### src/rtl/palindrome_sched.sv
// Multi-requester scheduler that streams each granted word MSB-first into an external
// 3-bit palindrome detector and reports the hit count. Define PALSCHED_RR_EN for round-robin arbitration.
module palindrome_sched #(
  parameter int NREQ   = 4,
  parameter int WORD_W = 8
) (
  input  logic                     clk,
  input  logic                     reset,
  input  logic [NREQ-1:0]          req_valid_i,
  input  logic [NREQ*WORD_W-1:0]   req_data_i,
  output logic [NREQ-1:0]          req_ready_o,
  output logic                     x_o,
  output logic                     det_reset_o,
  input  logic                     palindrome_i,
  output logic                     res_valid_o,
  output logic [2:0]               res_id_o,
  output logic [3:0]               res_count_o,
  input  logic                     res_ready_i
);

  localparam int BC_W = $clog2(WORD_W);
  localparam logic [BC_W-1:0] LAST_BIT = BC_W'(WORD_W - 1);
  localparam logic [BC_W-1:0] FIRST_CMP_BIT = BC_W'(2);

  typedef enum logic [1:0] {IDLE, FLUSH, SHIFT, DONE} state_t;

  state_t              r_state;
  state_t              w_state_nxt;
  logic [BC_W-1:0]     r_bitcnt;
  logic [3:0]          r_count;
  logic [2:0]          r_id;
  logic [WORD_W-1:0]   r_word;

  logic                w_gnt_vld;
  logic                w_gnt_fire;
  logic [2:0]          w_gnt_idx;
  logic [WORD_W-1:0]   w_gnt_word;

  function automatic logic [3:0] sat_inc(input logic [3:0] v);
    return (v == 4'hF) ? v : v + 4'd1;
  endfunction

`ifdef PALSCHED_RR_EN
  logic [2:0] r_ptr;

  // r_ptr holds the first index to try; it moves past each winner.
  always_comb begin
    w_gnt_vld  = 1'b0;
    w_gnt_idx  = '0;
    w_gnt_word = '0;
    for (int o = 0; o < NREQ; o++) begin
      for (int k = 0; k < NREQ; k++) begin
        if (!w_gnt_vld && req_valid_i[k] && (k == (int'(r_ptr) + o) % NREQ)) begin
          w_gnt_vld  = 1'b1;
          w_gnt_idx  = 3'(k);
          w_gnt_word = req_data_i[k*WORD_W +: WORD_W];
        end
      end
    end
  end

  always_ff @(posedge clk or posedge reset) begin
    if (reset) begin
      r_ptr <= '0;
    end else if (w_gnt_fire) begin
      r_ptr <= 3'((int'(w_gnt_idx) + 1) % NREQ);
    end
  end
`else
  always_comb begin
    w_gnt_vld  = 1'b0;
    w_gnt_idx  = '0;
    w_gnt_word = '0;
    for (int k = NREQ - 1; k >= 0; k--) begin
      if (req_valid_i[k]) begin
        w_gnt_vld  = 1'b1;
        w_gnt_idx  = 3'(k);
        w_gnt_word = req_data_i[k*WORD_W +: WORD_W];
      end
    end
  end
`endif

  // A grant is only ever issued from IDLE, and never while reset is held.
  assign w_gnt_fire = !reset && (r_state == IDLE) && w_gnt_vld;

  always_comb begin
    req_ready_o = '0;
    if (w_gnt_fire) begin
      req_ready_o = NREQ'(1) << w_gnt_idx;
    end
  end

  always_comb begin
    w_state_nxt = r_state;
    case (r_state)
      IDLE:    if (w_gnt_fire) w_state_nxt = FLUSH;
      FLUSH:   w_state_nxt = SHIFT;
      SHIFT:   if (r_bitcnt == LAST_BIT) w_state_nxt = DONE;
      DONE:    if (res_ready_i) w_state_nxt = IDLE;
      default: w_state_nxt = IDLE;
    endcase
  end

  always_ff @(posedge clk or posedge reset) begin
    if (reset) begin
      r_state  <= IDLE;
      r_bitcnt <= '0;
      r_count  <= '0;
      r_id     <= '0;
    end else begin
      r_state <= w_state_nxt;
      case (r_state)
        IDLE: begin
          if (w_gnt_fire) begin
            r_id    <= w_gnt_idx;
            r_count <= '0;
          end
        end
        FLUSH: r_bitcnt <= '0;
        SHIFT: begin
          r_bitcnt <= r_bitcnt + 1'b1;
          // The detector window is only full from the third bit onwards.
          if ((r_bitcnt >= FIRST_CMP_BIT) && palindrome_i) begin
            r_count <= sat_inc(r_count);
          end
        end
        default: ;
      endcase
    end
  end

  // Word shifts left so the bit on the wire is always the MSB.
  always_ff @(posedge clk) begin
    if (w_gnt_fire) begin
      r_word <= w_gnt_word;
    end else if (r_state == SHIFT) begin
      r_word <= {r_word[WORD_W-2:0], 1'b0};
    end
  end

  assign x_o         = (r_state == SHIFT) && r_word[WORD_W-1];
  assign det_reset_o = reset || (r_state == FLUSH);
  assign res_valid_o = (r_state == DONE);
  assign res_id_o    = r_id;
  assign res_count_o = r_count;

endmodule

### config.mk
export PLATFORM = sky130hd
export DESIGN_NAME = palindrome_sched
export DESIGN_NICKNAME = d
export VERILOG_FILES = /design/src/rtl/palindrome_sched.sv
export SDC_FILE = /design/constraint.sdc
export NUM_CORES = 1
export LEC_CHECK = 0
export CORE_ASPECT_RATIO = 2
export CORE_MARGIN = 2
export CORE_UTILIZATION = 30
export CTS_BUF_LIST = sky130_fd_sc_hd__clkbuf_8
export DETAILED_ROUTE_END_ITERATION = 10
export GPL_ROUTABILITY_DRIVEN = 0
export RECOVER_POWER = 50
export SLEW_MARGIN = 20
export SYNTH_ARGS = -nofsm -noshare
export SYNTH_HDL_FRONTEND = slang
export SYNTH_SLANG_ARGS = --single-unit
### constraint.sdc
create_clock -name clk -period 4.25 [get_ports clk]
set_input_delay 0.85 -clock clk [delete_from_list [all_inputs] [get_ports clk]]
set_output_delay 0.85 -clock clk [all_outputs]
set_load 0.03 [all_outputs]
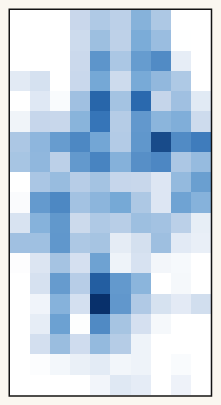
Figure 1: run 1, signal metal coverage by tile.
Drawn at 4 px/um. 10 x 19 tiles, from white (low) to dark blue (high), scaled to the fullest tile. Values are wire area over tile area, all layers added.
fullest tile: 0.42
mean over tiles: 0.11
nearly empty tiles: 22%

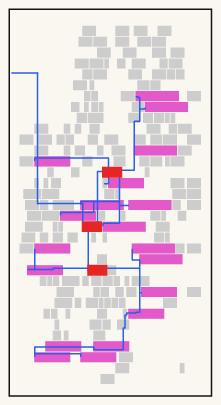
Figure 2: run 1, clock network drawn from the DEF.
Drawn at 4 px/um.
[red] clock-net drivers | count: 3
[blue] clock wires | length: 285 um
[magenta] flip-flops | count: 19
routed clock nets: 4

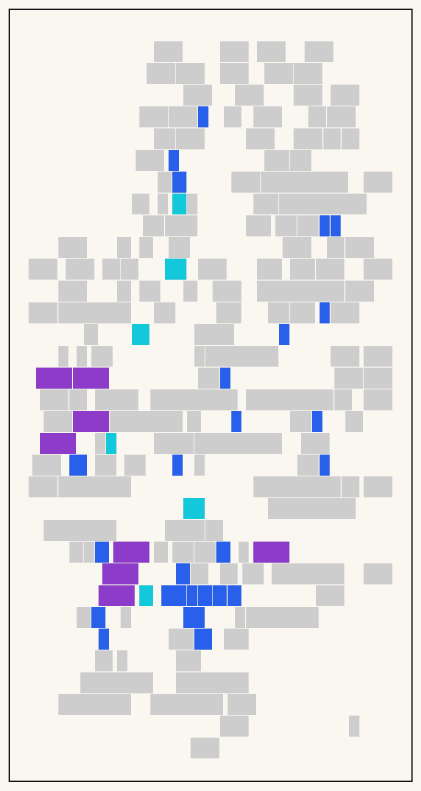
Figure 3: run 1, gate families picked out.
Drawn at 8 px/um.
| color | family | cells |
|---|---|---|
| cyan | nor cells | 6 |
| blue | nand cells | 25 |
| purple | fa/ha/maj cells | 8 |
logic share of the area: 0.348
non-filler instance count after layout: 234
most frequent logic cell in the layout: clkdlybuf4s50_1

==> qor.csv, run 1 <==
stage,metric,value,unit
status,status,"finished, final reports clean",
power_and_ir_drop,Comb pwr share,0.511,
synthesis,Synth Area per Inst,9.69,um^2
final_timing,fmax,266,MHz
clock_network,H-tree depth,1,
global_route,met2 Usage GRT,0.269,
power_and_ir_drop,Internal,0.000560,W
job,Tool Warnings,30,
finish,Largest register FFs,8,
finish,final instance area,1840,um^2
setup_path,Setup crit start,req_valid_i[1],
clock_network,clk slew on worst S/H paths,0.07,ns
final_timing,worst-margin pin slew,0.792,ns
drt,wl on met1,1330,um
global_route,met1 Use GR,0.156,
synthesis,Synth Net Count,180,
final_timing,Setup Total Neg Slack,0,ns
global_route,gr ovfl total,0,
power_and_ir_drop,P_comb,0.000477,W
final_timing,setup violators final,0,
global_route,GRT Util Overall,0.144,
synthesis,Unique cell types,40,
floorplan,Die Y,96.3,um
synthesis,Synth top area share,0.215,
finish,diodes inserted,0,
synthesis,Mapped Cells,132,
setup_path,Buffers & Inverters on Critical Path,2,
clock_network,root buffer cell,clkbuf_8,
final_timing,crit path time final,3.76,ns
finish,dominant kind of cell,logic gates,
setup_path,Setup CP Type,in2out,
power_and_ir_drop,sw frac,0.399,
job,MaxCap Viol Count,0,
synthesis,Synth Area in Simple Gates,0.182,
finish,Biggest register,r_word,
placed_design,hpwl dp,2790,um
final_timing,Slew HR,0.467,
drt,met2 wire length,2020,um
final_timing,post-route clock period utilization,0.886,
finish,fill count,390,
synthesis,Post-Synth AOI/OAI Area,0.244,
finish,fraction of area in clock buffers and inverters,0.0244,
setup_path,Max stage delay on crit path,0.72,ns
synthesis,Synth flops,19,
power_and_ir_drop,Cell Pwr Density,506,nW/um^2
setup_path,CP startpoint kind,input port,
placed_design,Post-DP Area,1820,um^2
placed_design,Cells after DPL,230,
finish,fraction of area in registers,0.280,
floorplan,Core Footprint,4090,um^2
placed_design,pre-CTS setup slack,0.553,ns
synthesis,Post-synth top cells,"13 x nand2_1, 11 x dfrtp_1, 11 x inv_1",
setup_path,r2r setup slk,2.37,ns
drt,DR vias/cell,4.98,
finish,layout cells sized above 1,0.0659,
synthesis,asr flop ratio synth,0.579,
setup_path,arrival time worst endpoint,2.91,ns
drt,drt wl/cell,15.0,um
setup_path,critical path cell sequence,dlygate4sd3_1 -> or2_2 -> nor3b_1 -> clkdlybuf4s50_1,
floorplan,Die X-Extent,50.2,um
global_route,GR met3 Demand/Resource,0.0233,
hold_path,Hold Path Class,reg2reg,
setup_path,Critical Path Stages,4,
power_and_ir_drop,Clk pwr share,0.134,
setup_path,CP endpoint,req_ready_o[3],
setup_path,R2R cell count,6,
setup_path,"CP delay by family, top",buffers and inverters,
synthesis,synth top area cells,"dfrtp_1 22%, edfxtp_1 19%, ha_1 7.8%",
Figure 4. Track usage over the die (run 1).
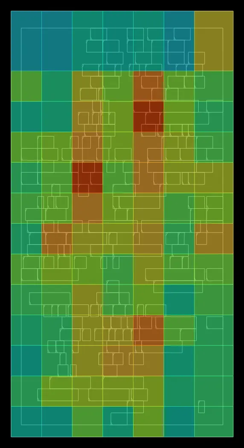

==> run 2: changes to the inputs <==
- CORE_UTILIZATION: 30 -> 33
- clock period: 4.25 -> 4.6 ns (I/O delays scaled with it)
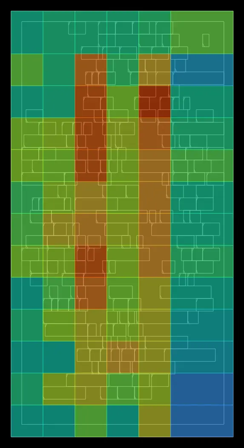
Figure 5: run 2, track usage over the die.
drt wl/cell: 14.8 um
met2 Usage GRT: 0.290
final core occ: 0.482
GR met3 Demand/Resource: 0.0217
GRT Util Overall: 0.166

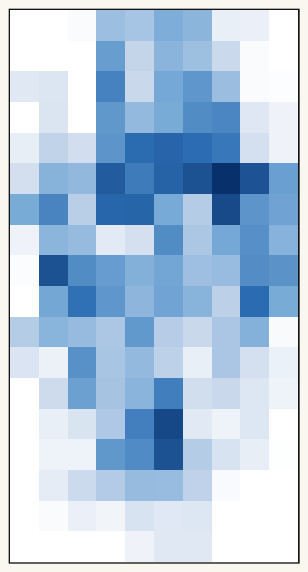
Figure 6: run 2, signal metal coverage by tile.
Drawn at 6 px/um. 10 x 18 tiles, from white (low) to dark blue (high), scaled to the fullest tile. Values are wire area over tile area, all layers added.
fullest tile: 0.38
densest ninth of the die: top center
emptiest ninth of the die: lower right
nearly empty tiles: 18%
final wirelength: 3430 um
via count: 1,195

==> run 2 against run 1 <==
  * Synthesized cell count stayed put
  * Die area is 8.6% lower
  * Register-to-register slack better by 0.31 ns
  * Wire length is 2.4% lower
  * Hold slack worse by 0.023 ns
  * Sequential share of layout area is 0.13 points higher
  * Cell area is 0.48% lower
  * Total power is 7.6% lower
  * Combinational power is 7.3% lower
  * Non-clock buffer count is 1 lower
  * Global-route usage is 2.2 points higher
  * Largest power group unchanged
  * Highest routed layer unchanged
==> qor.csv, run 2 <==
stage,metric,value,unit,change
final_timing,Slew HR,0.491,,+0.0247
job,Tool Warnings,30,,unchanged
final_timing,setup violators final,0,,unchanged
synthesis,asr flop ratio synth,0.579,,unchanged
status,status,"finished, final reports clean",,
power_and_ir_drop,Comb pwr share,0.512,,about the same
setup_path,"CP delay by family, top",buffers and inverters,,
clock_network,root buffer cell,clkbuf_8,,
finish,non-filler instance count after layout,232,,-0.85%
finish,fraction of area in clock buffers and inverters,0.0246,,+0.000117
placed_design,pre-CTS setup slack,0.744,ns,+0.190 ns
final_timing,worst-margin pin slew,0.755,ns,-0.0367 ns
synthesis,Mapped Cells,132,,unchanged
finish,Biggest register,r_word,,
placed_design,hpwl dp,2760,um,-1.1%
synthesis,Post-Synth AOI/OAI Area,0.244,,unchanged
drt,DR vias/cell,5.15,,+3.5%
synthesis,Synth flops,19,,unchanged
setup_path,Buffers & Inverters on Critical Path,2,,unchanged
synthesis,Synth Area in Simple Gates,0.182,,unchanged
finish,NonClk Buf Share,0.288,,
finish,logic share of the area,0.349,,+0.00166
floorplan,Core Footprint,3800,um^2,-6.9%
power_and_ir_drop,P_comb,0.000442,W,-7.3%
floorplan,Die Y,92.0,um,-4.5%
clock_network,Late-Pin Clk Latency,0.26,ns,
power_and_ir_drop,sw frac,0.402,,+0.00223
power_and_ir_drop,Clk pwr share,0.134,,about the same
final_timing,Setup Total Neg Slack,0,ns,unchanged
setup_path,CP endpoint,req_ready_o[3],,
drt,met2 wire length,1950,um,-3.7%
synthesis,Synth Area per Inst,9.69,um^2,unchanged
synthesis,Unique cell types,40,,unchanged
finish,final instance area,1830,um^2,-0.48%
synthesis,Synth Net Count,180,,unchanged
job,MaxCap Viol Count,0,,unchanged
final_timing,fmax,256,MHz,
synthesis,Post-synth top cells,"13 x nand2_1, 11 x dfrtp_1, 11 x inv_1",,
synthesis,synth top area cells,"dfrtp_1 22%, edfxtp_1 19%, ha_1 7.8%",,
finish,most frequent logic cell in the layout,clkdlybuf4s50_1,,
placed_design,Cells after DPL,228,,-0.87%
synthesis,Synth top area share,0.215,,unchanged
setup_path,R2R cell count,6,,unchanged
setup_path,Max stage delay on crit path,0.70,ns,-0.02 ns
setup_path,Setup CP Type,in2out,,
finish,diodes inserted,0,,unchanged
drt,max layer used,met4,,
setup_path,Setup crit start,req_valid_i[2],,
setup_path,CP startpoint kind,input port,,
hold_path,Hold Path Class,reg2reg,,
finish,fill count,371,,-4.9%
setup_path,r2r setup slk,2.68,ns,+0.31 ns
finish,Largest register FFs,8,,unchanged
global_route,gr ovfl total,0,,unchanged
power_and_ir_drop,Cell Pwr Density,470,nW/um^2,-7.2%
final_timing,crit path time final,3.91,ns,
finish,layout cells sized above 1,0.0608,,-0.00516
finish,fraction of area in registers,0.281,,+0.00134
clock_network,H-tree depth,1,,unchanged
floorplan,Die X-Extent,48.0,um,-4.3%
finish,dominant kind of cell,logic gates,,
setup_path,critical path cell sequence,dlygate4sd3_1 -> and2b_1 -> nor3b_1 -> clkdlybuf4s50_1,,
final_timing,post-route clock period utilization,0.850,,
clock_network,clk slew on worst S/H paths,0.07,ns,about the same
setup_path,arrival time worst endpoint,2.99,ns,+0.08 ns
setup_path,Critical Path Stages,4,,unchanged
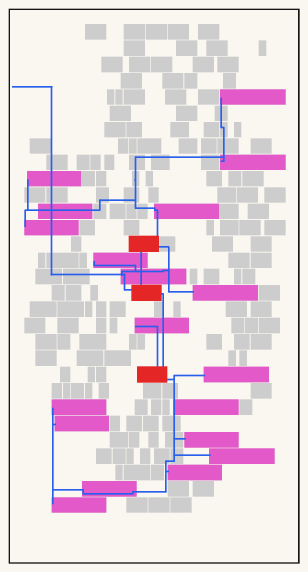
Figure 7: run 2, clock network drawn from the DEF.
Drawn at 6 px/um.
[red] clock-net drivers | count: 3
[magenta] flip-flops | count: 19
[blue] clock wires | length: 275 um
routed clock nets: 4
P_clk: 0.000115 W
worst clock skew: 0.00949 ns

Figure 8. Gate families picked out (run 2).
Drawn at 8 px/um.
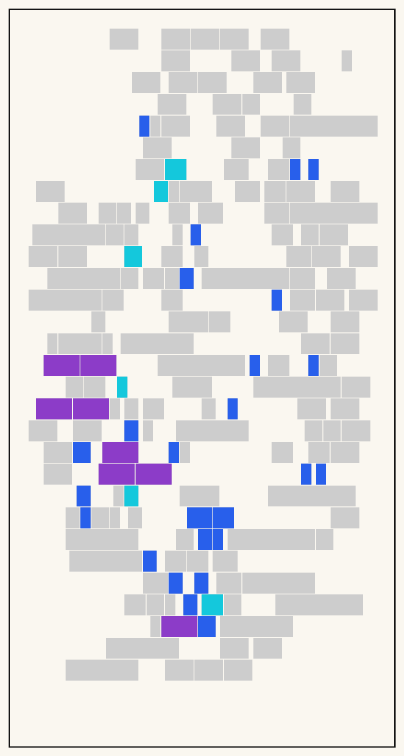

==> run 3: changes to the inputs <==
- CORE_UTILIZATION: 33 -> 45
- PLACE_DENSITY: unset -> 0.84
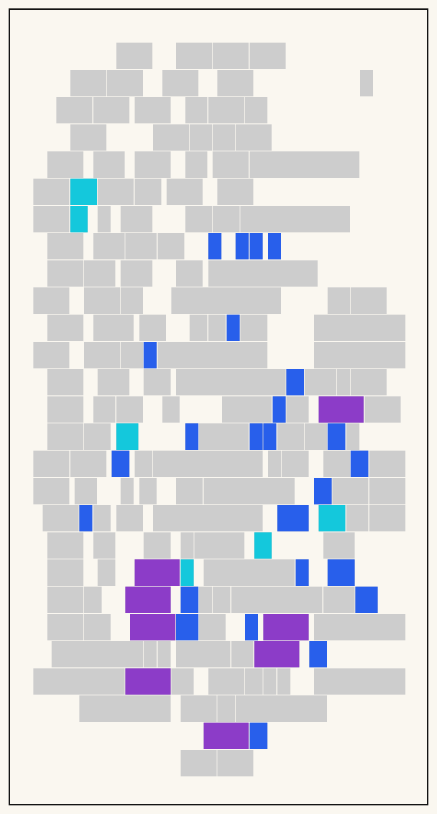
Figure 9: run 3, gate families picked out.
Drawn at 10 px/um.
| color | family | cells |
|---|---|---|
| cyan | nor cells | 6 |
| blue | nand cells | 25 |
| purple | fa/ha/maj cells | 8 |
logic share of the area: 0.353
non-filler instance count after layout: 211

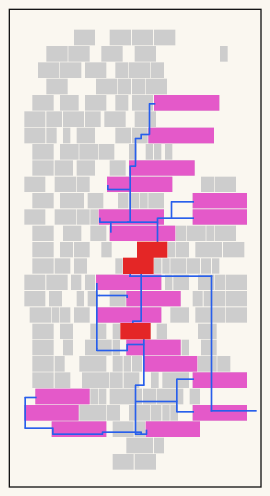
Figure 10: run 3, clock network drawn from the DEF.
Drawn at 6 px/um.
[blue] clock wires | length: 215 um
[red] clock-net drivers | count: 3
[magenta] flip-flops | count: 19
routed clock nets: 4
P_clk: 0.000113 W
Clk pwr share: 0.129
Late-Pin Clk Latency: 0.25 ns
worst clock skew: 0.00920 ns

==> run 3 against run 2 <==
  * Sequential share of layout area increased by 0.29 points
  * Wire length decreased by 6.4%
  * Final cell count is 9.1% lower
  * Worst setup slack improved by 0.048 ns
  * Total power rose by 1.5%
  * Global-route usage grew 4.1 points
  * Core utilization increased by 18 points
  * First-iteration DRC count is 82% higher
  * Clock skew is essentially flat
  * Critical path type unchanged
  * Critical endpoint unchanged
  * Clock-buffer cell count stayed put
  * Highest routed layer unchanged
  * Register-to-register slack about the same
  * Cell area shrank 1.0%
==> qor.csv, run 3 <==
stage,metric,value,unit,change
clock_network,root buffer cell,clkbuf_8,,
setup_path,r2r setup slk,2.68,ns,about the same
setup_path,"CP delay by family, top",buffers and inverters,,
final_timing,post-route clock period utilization,0.840,,-0.0104
synthesis,Synth Area per Inst,9.69,um^2,unchanged
setup_path,Critical Path Stages,5,,+1
placed_design,Cells after DPL,207,,-9.2%
job,MaxCap Viol Count,0,,unchanged
synthesis,Unique cell types,40,,unchanged
drt,max layer used,met4,,
setup_path,Buffers & Inverters on Critical Path,2,,unchanged
setup_path,CP startpoint kind,input port,,
setup_path,Max stage delay on crit path,0.62,ns,-0.08 ns
drt,drt wl/cell,15.2,um,+3.0%
finish,final instance area,1820,um^2,-1.0%
placed_design,hpwl dp,2740,um,-0.63%
drt,DR vias/cell,5.70,,+11%
setup_path,CP endpoint,req_ready_o[3],,
placed_design,Post-DP Area,1790,um^2,
hold_path,Worst Hold Launch,r_word[5],,
floorplan,Core Util at FP,0.467,,
drt,WL met3,124,um,
global_route,GRT Util Overall,0.207,,+0.0407
finish,Biggest register,r_word,,
finish,Reg area,515,um^2,
synthesis,synth top area cells,"dfrtp_1 22%, edfxtp_1 19%, ha_1 7.8%",,
floorplan,Core Footprint,2740,um^2,-28%
setup_path,Setup crit start,req_valid_i[1],,
status,status,"finished, final reports clean",,
synthesis,Synth top area share,0.215,,unchanged
final_timing,worst-margin pin slew,0.813,ns,+0.0580 ns
finish,layout clock buffer count,3,,
setup_path,Setup CP Type,in2out,,
finish,layout cells sized above 1,0.0714,,+0.0107
synthesis,asr flop ratio synth,0.579,,unchanged
synthesis,Most used DFF post-synth,dfrtp_1,,
finish,flop count,19,,
finish,Plain + repair buffers,54,,
synthesis,Synth flops,19,,unchanged
finish,NonClk Buf Share,0.295,,+0.00711
finish,diodes inserted,0,,unchanged
global_route,met2 Usage GRT,0.411,,+0.121
clock_network,clk slew on worst S/H paths,0.06,ns,about the same
final_timing,fmax,259,MHz,+1.2%
finish,dominant kind of cell,logic gates,,
global_route,GR met3 Demand/Resource,0.0339,,+0.0123
setup_path,R2R cell count,6,,unchanged
job,Tool Warnings,30,,unchanged
drt,final wirelength,3210,um,-6.4%
synthesis,Post-Synth AOI/OAI Area,0.244,,unchanged
drt,met2 wire length,1930,um,-0.77%
finish,final core occ,0.663,,+0.181
finish,Largest register FFs,8,,unchanged
finish,most frequent logic cell in the layout,clkdlybuf4s50_1,,
synthesis,Synth Net Count,180,,unchanged
placed_design,pre-CTS setup slack,0.798,ns,+0.0539 ns
hold_path,Hold Path Class,reg2reg,,
floorplan,I/O pins,54,,
clock_network,CTS max path bufs,2,,
final_timing,crit path time final,3.86,ns,-0.0479 ns
final_timing,setup violators final,0,,unchanged
setup_path,arrival time worst endpoint,2.94,ns,-0.05 ns
drt,via count,1203,,+0.67%
clock_network,H-tree depth,1,,unchanged
setup_path,Crit Reg-Reg Endpoint,r_word[6],,
final_timing,Slew HR,0.452,,-0.0391
synthesis,Mapped Cells,132,,unchanged
power_and_ir_drop,Cell Pwr Density,482,nW/um^2,+2.5%
finish,fraction of area in registers,0.284,,+0.00291
power_and_ir_drop,Comb pwr share,0.520,,+0.008
power_and_ir_drop,sw frac,0.406,,+0.00405
finish,fill count,214,,-42%
final_timing,Setup Total Neg Slack,0,ns,unchanged
synthesis,Post-synth top cells,"13 x nand2_1, 11 x dfrtp_1, 11 x inv_1",,
global_route,gr ovfl total,0,,unchanged
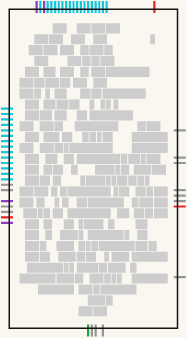
Figure 11: run 3, ports around the boundary.
Drawn at 4 px/um. Pins as bars across the die edge, other pins in gray.
| color | port | pins | direction | edge |
|---|---|---|---|---|
| purple | `req_ready_o` | 4 | output | 2 left, 2 top |
| cyan | `req_data_i` | 32 | input | 18 top, 14 left |
| red | `res_id_o` | 3 | output | 1 right, 1 left, 1 top |
| green | `res_ready_i` | 1 | input | bottom |
all pins by edge: 21 left, 21 top, 8 right, 4 bottom
Die X-Extent: 41.7 um
IO Port Bufs: 52
Die Y: 79.4 um

Power figures rest on the tool's default switching activity, not on a simulated workload.
